Wiring by layer:
Only two layers are drawn.
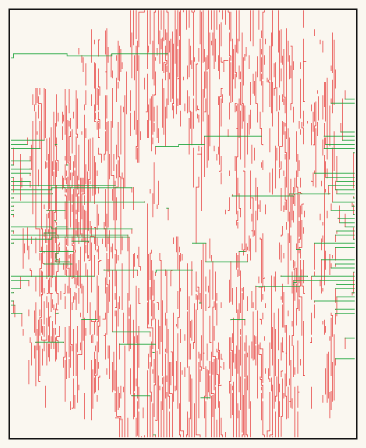
The metal 4 layer:
Supply wires on this layer in grey.
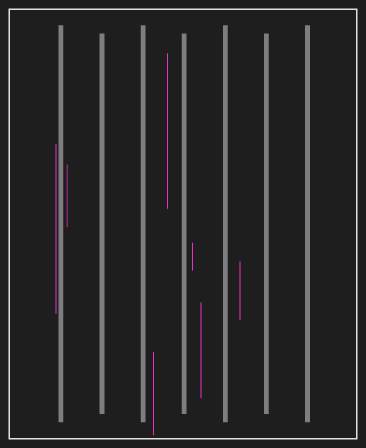
**config.mk**
```make
export PLATFORM = sky130hd
export DESIGN_NAME = tril_operand_streamer
export DESIGN_NICKNAME = d
export VERILOG_FILES = /design/src/rtl/tril_pkg.sv /design/src/rtl/tril_skid_fifo.sv /design/src/rtl/tril_operand_streamer.sv
export SDC_FILE = /design/constraint.sdc
export NUM_CORES = 1
export LEC_CHECK = 0
export CAP_MARGIN = 20
export CORE_ASPECT_RATIO = 1.25
export CORE_MARGIN = 3
export CORE_UTILIZATION = 52
export DETAILED_ROUTE_END_ITERATION = 12
export HOLD_SLACK_MARGIN = 0.1
export PLACE_DENSITY = 0.88
export SYNTH_ARGS = -nofsm -noshare
export SYNTH_HDL_FRONTEND = slang
export SYNTH_SLANG_ARGS = --single-unit
export TNS_END_PERCENT = 20
```
**constraint.sdc**
```tcl
create_clock -name clk -period 7.7 [get_ports clk]
set_input_delay 1.54 -clock clk [delete_from_list [all_inputs] [get_ports clk]]
set_output_delay 1.54 -clock clk [all_outputs]
set_load 0.03 [all_outputs]
```
**src/rtl/tril_pkg.sv**
```systemverilog
`default_nettype none
// ============================================================================
// Module   : tril_pkg
// Brief    : Shared types and helpers for the lower-triangular operand streamer.
// Revision : 1.0
// ============================================================================
package tril_pkg;

    // Tags carry indices at a fixed width, so N is limited to 256.
    localparam int c_TAG_IDX_W = 8;

    function automatic int tril_idx_w(input int n);
        return (n > 1) ? $clog2(n) : 1;
    endfunction

    function automatic int tril_terms(input int n);
        return (n * (n + 1) * (n + 2)) / 6;
    endfunction

    typedef enum logic [1:0] {
        IDLE  = 2'd0,
        RUN   = 2'd1,
        DRAIN = 2'd2
    } tril_state_t;

    typedef struct packed {
        logic                   first;
        logic                   last;
        logic [c_TAG_IDX_W-1:0] row;
        logic [c_TAG_IDX_W-1:0] col;
    } tril_tag_t;

endpackage
`default_nettype wire

```
**src/rtl/tril_skid_fifo.sv**
```systemverilog
`default_nettype none
// ============================================================================
// Module   : tril_skid_fifo
// Brief    : Two-entry FIFO holding operand pairs with their tags.
// Revision : 1.0
// ============================================================================
module tril_skid_fifo
    import tril_pkg::*;
#(
    parameter int DATA_W = 32
) (
    input  logic              clk,
    input  logic              rst_n,
    input  logic              i_push,
    input  logic [DATA_W-1:0] i_a,
    input  logic [DATA_W-1:0] i_b,
    input  tril_tag_t         i_tag,
    input  logic              i_pop,
    output logic [DATA_W-1:0] o_a,
    output logic [DATA_W-1:0] o_b,
    output tril_tag_t         o_tag,
    output logic [1:0]        o_count
);

    logic [DATA_W-1:0] r_a   [2];
    logic [DATA_W-1:0] r_b   [2];
    tril_tag_t         r_tag [2];
    logic              r_wr_ptr;
    logic              r_rd_ptr;
    logic [1:0]        r_count;
    logic              w_push_ok;
    logic              w_pop_ok;

    assign w_push_ok = i_push && (r_count != 2'd2);
    assign w_pop_ok  = i_pop && (r_count != 2'd0);

    always_ff @(posedge clk) begin
        if (!rst_n) begin
            for (int e = 0; e < 2; e++) begin
                r_a[e]   <= '0;
                r_b[e]   <= '0;
                r_tag[e] <= '0;
            end
            r_wr_ptr <= 1'b0;
            r_rd_ptr <= 1'b0;
            r_count  <= 2'd0;
        end else begin
            if (w_push_ok) begin
                r_a[r_wr_ptr]   <= i_a;
                r_b[r_wr_ptr]   <= i_b;
                r_tag[r_wr_ptr] <= i_tag;
                r_wr_ptr        <= ~r_wr_ptr;
            end
            if (w_pop_ok) begin
                r_rd_ptr <= ~r_rd_ptr;
            end
            r_count <= r_count + {1'b0, w_push_ok} - {1'b0, w_pop_ok};
        end
    end

    assign o_a     = r_a[r_rd_ptr];
    assign o_b     = r_b[r_rd_ptr];
    assign o_tag   = r_tag[r_rd_ptr];
    assign o_count = r_count;

endmodule
`default_nettype wire

```
**src/rtl/tril_operand_streamer.sv**
```systemverilog
`default_nettype none
// ============================================================================
// Module   : tril_operand_streamer
// Brief    : Streams the non-zero A*B operand pairs of a lower-triangular matmul.
// Revision : 1.0
// ============================================================================
module tril_operand_streamer
    import tril_pkg::*;
#(
    parameter int N      = 8,
    parameter int DATA_W = 32,
    parameter int IDX_W  = tril_idx_w(N),
    parameter int ADDR_W = 2 * IDX_W
) (
    input  logic              clk,
    input  logic              rst_n,
    input  logic              start,
    output logic              busy,
    output logic              done,
    output logic              mem_rd_en,
    output logic [ADDR_W-1:0] a_addr,
    output logic [ADDR_W-1:0] b_addr,
    input  logic [DATA_W-1:0] a_rdata,
    input  logic [DATA_W-1:0] b_rdata,
    output logic              valid_out,
    input  logic              ready_in,
    output logic [DATA_W-1:0] data_a,
    output logic [DATA_W-1:0] data_b,
    output logic              first,
    output logic              last,
    output logic [IDX_W-1:0]  out_row,
    output logic [IDX_W-1:0]  out_col
);

    localparam logic [IDX_W-1:0]  c_LAST = IDX_W'(N - 1);
    localparam logic [ADDR_W-1:0] c_N    = ADDR_W'(N);

    tril_state_t       r_state;
    tril_state_t       w_state_next;
    logic [IDX_W-1:0]  r_i;
    logic [IDX_W-1:0]  r_j;
    logic [IDX_W-1:0]  r_k;
    logic              r_inflight;
    tril_tag_t         r_inflight_tag;
    logic [DATA_W-1:0] w_head_a;
    logic [DATA_W-1:0] w_head_b;
    tril_tag_t         w_head_tag;
    logic [1:0]        w_fifo_count;
    logic              w_fifo_empty;
    logic              w_pop;
    logic              w_issue;
    logic              w_final;
    logic [2:0]        w_occupancy;

    assign w_fifo_empty = (w_fifo_count == 2'd0);
    assign w_pop        = !w_fifo_empty && ready_in;
    // A head popped this cycle frees its slot before the read issued now lands.
    assign w_occupancy  = {1'b0, w_fifo_count} + {2'b00, r_inflight} - {2'b00, w_pop};
    assign w_final      = (r_i == c_LAST) && (r_j == c_LAST) && (r_k == c_LAST);
    assign w_issue      = mem_rd_en;

    always_ff @(posedge clk) begin
        if (!rst_n) begin
            r_state <= IDLE;
        end else begin
            r_state <= w_state_next;
        end
    end

    always_comb begin
        w_state_next = r_state;
        case (r_state)
            IDLE:    if (start) w_state_next = RUN;
            RUN:     if (w_issue && w_final) w_state_next = DRAIN;
            DRAIN:   if (w_fifo_empty && !r_inflight) w_state_next = IDLE;
            default: w_state_next = IDLE;
        endcase
    end

    always_comb begin
        busy      = (r_state != IDLE);
        mem_rd_en = (r_state == RUN) && (w_occupancy < 3'd2);
        done      = (r_state == DRAIN) && w_fifo_empty && !r_inflight;
    end

    always_ff @(posedge clk) begin
        if (!rst_n) begin
            r_i <= '0;
            r_j <= '0;
            r_k <= '0;
        end else if ((r_state == IDLE) && start) begin
            r_i <= '0;
            r_j <= '0;
            r_k <= '0;
        end else if (w_issue) begin
            if (w_final) begin
                r_i <= '0;
                r_j <= '0;
                r_k <= '0;
            end else if (r_k != r_i) begin
                r_k <= r_k + 1'b1;
            end else if (r_j != r_i) begin
                r_j <= r_j + 1'b1;
                r_k <= r_j + 1'b1;
            end else begin
                r_i <= r_i + 1'b1;
                r_j <= '0;
                r_k <= '0;
            end
        end
    end

    always_ff @(posedge clk) begin
        if (!rst_n) begin
            r_inflight     <= 1'b0;
            r_inflight_tag <= '0;
        end else begin
            r_inflight <= w_issue;
            if (w_issue) begin
                r_inflight_tag.first <= (r_k == r_j);
                r_inflight_tag.last  <= (r_k == r_i);
                r_inflight_tag.row   <= c_TAG_IDX_W'(r_i);
                r_inflight_tag.col   <= c_TAG_IDX_W'(r_j);
            end
        end
    end

    assign a_addr = ADDR_W'(r_i) * c_N + ADDR_W'(r_k);
    assign b_addr = ADDR_W'(r_k) * c_N + ADDR_W'(r_j);

    tril_skid_fifo #(
        .DATA_W (DATA_W)
    ) u_fifo (
        .clk     (clk),
        .rst_n   (rst_n),
        .i_push  (r_inflight),
        .i_a     (a_rdata),
        .i_b     (b_rdata),
        .i_tag   (r_inflight_tag),
        .i_pop   (w_pop),
        .o_a     (w_head_a),
        .o_b     (w_head_b),
        .o_tag   (w_head_tag),
        .o_count (w_fifo_count)
    );

    assign valid_out = !w_fifo_empty;
    assign data_a    = w_head_a;
    assign data_b    = w_head_b;
    assign first     = w_head_tag.first;
    assign last      = w_head_tag.last;
    assign out_row   = IDX_W'(w_head_tag.row);
    assign out_col   = IDX_W'(w_head_tag.col);

endmodule
`default_nettype wire

```
==> flow_summary.ini <==
; implementation run metrics
[detailed_routing]
avgViaCountPerCell = 5.36
route.antenna.remaining_nets = 0
wl_per_cell_um = 18.8
total_vias_in_the_final_route = 4685
drt-met1-wl_um = 6070
dr_wl_met2_um = 9230
routed.top_layer = met4
detailroute.wirelength.met3_um = 913
post-route-drc-count = 0

[finish]
clock_distribution_area_overhead_in_the_final_layout_pct = 6.08
ff_count = 169
n_antenna_cell = 0
buffers_excl_clock = 158
post_layout_nonfiller_instances = 874
finish.instance_area_mm2 = 0.00983
top_area_cell_class = sequential cells
nFillCells = 994
reg.largest.list = u_fifo.r_a (64), u_fifo.r_b (64), u_fifo.r_tag (16)
layout_top_cell = sky130_fd_sc_hd__clkdlybuf4s50_1
inverters = 11
share_of_post_route_cells_with_drive_strength_above_1_pct = 17.6
layout.cells.most_common_list = 155 x sky130_fd_sc_hd__clkdlybuf4s50_1, 146 x sky130_fd_sc_hd__and2_1, 144 x sky130_fd_sc_hd__edfxtp_1, 72 x sky130_fd_sc_hd__mux2_2, 24 x sky130_fd_sc_hd__dfxtp_1
nMultiInputCombCells = 329

[setup_path]
crit_arrival_ns = 4.51
critical_path_cell_count = 10
path_cells = clkdlybuf4s50_1, and2_1, ha_1, inv_1, nand2_1, fa_1, and3b_1, nand2_2, inv_1, clkdlybuf4s50_1
timing.reg2reg.setup_slack_ns = 4.74
critPathRequiredTime_ns = 6.16
reg2reg_from = u_fifo.o_count[1]$_SDFF_PN0_
top_family_by_delay_on_critical_path = buffers and inverters
critical_path_peak_fanout = 16
crit_path_top_delay_cell = sky130_fd_sc_hd__clkdlybuf4s50_1
timing.critical_path.buf_inv = 4
critical_path.endpoint = mem_rd_en

[synthesis]
post-synth-top-area-fraction_pct = 56.8
post_synth_and_or_nand_nor_area_fraction_pct = 16.6
synth_dominant_cell_count = sky130_fd_sc_hd__and2_1
ys_seq_share_pct = 63.4
ys_sh_mux_pct = 10.7
yosys_cells = 540
synthTopCellsByArea = sky130_fd_sc_hd__edfxtp_1 57%, sky130_fd_sc_hd__and2_1 12%, sky130_fd_sc_hd__mux2_2 11%
synthesis.area_mm2 = 0.00761
yosys.area_share.xor_xnor_pct = 1.79
synth.yosys.warnings = 0
synthTopLogicFamily = simple AND/OR/NAND/NOR gates
synth_nets = 618
synth_cell_types = 48
synth.yosys.chip_area_mm2 = 0.00761

[run]
log.warning_count = 27

[status]
run_status = finished, final reports clean

[power_and_ir_drop]
p_sw_share_pct = 32.6
p_total_mw = 3.05
p_leak_nw = 3.67
comb-power_mw = 0.978
net-switching-power_mw = 0.993
power_per_cell_area_mw_per_mm2 = 310
combPwrFrac_pct = 32.1
p_seq_share_pct = 39.5

[floorplanning]
placementRows = 48
die-width_um = 114
core_mm2 = 0.0141
floorplanUtilization_pct = 54.2
well_tap_count = 175
io_pins = 156
fp.dieH_um = 141

[global_routing]
global_route.usage.met3_pct = 5.50
grt_use_met2_pct = 39.4
grt_pass1_wl_um = 26100

[clock_tree]
clockRootBuffer = sky130_fd_sc_hd__clkbuf_16
cts.htree.levels = 4
cts_sinks = 169
clkLatencyLatePin_ns = 0.41
ctsLongestPathBuffers = 2
cts_post_setup_buffers_inserted = 0

[timing]
worst_slew_pin_slew_ns = 1.03
final_max_slew_viol_count = 0
post_layout_minimum_cycle_time_ns = 6.05
finClkSkew_ns = 0.00913
finalHoldViolations = 0

[place]
gp_routability_congestion = 0.919
port_buffers = 155
detailed_place.area_mm2 = 0.00921

[min_path]
hold_path_startpoint = r_inflight_tag[16]$_SDFFE_PN0P_
worst_hold_path.num_cells = 2
Back to the opening pictures, 'wiring by layer':
[green] M3 | wire length: 913 um
[red] M2 | wire length: 9,230 um

Back to the opening pictures, 'the metal 4 layer':
nets with wire on the layer: 6
share of all routed wire: 1.3%
longest straight run: 55.8 um
main direction: vertical
wire length on this layer: 214 um

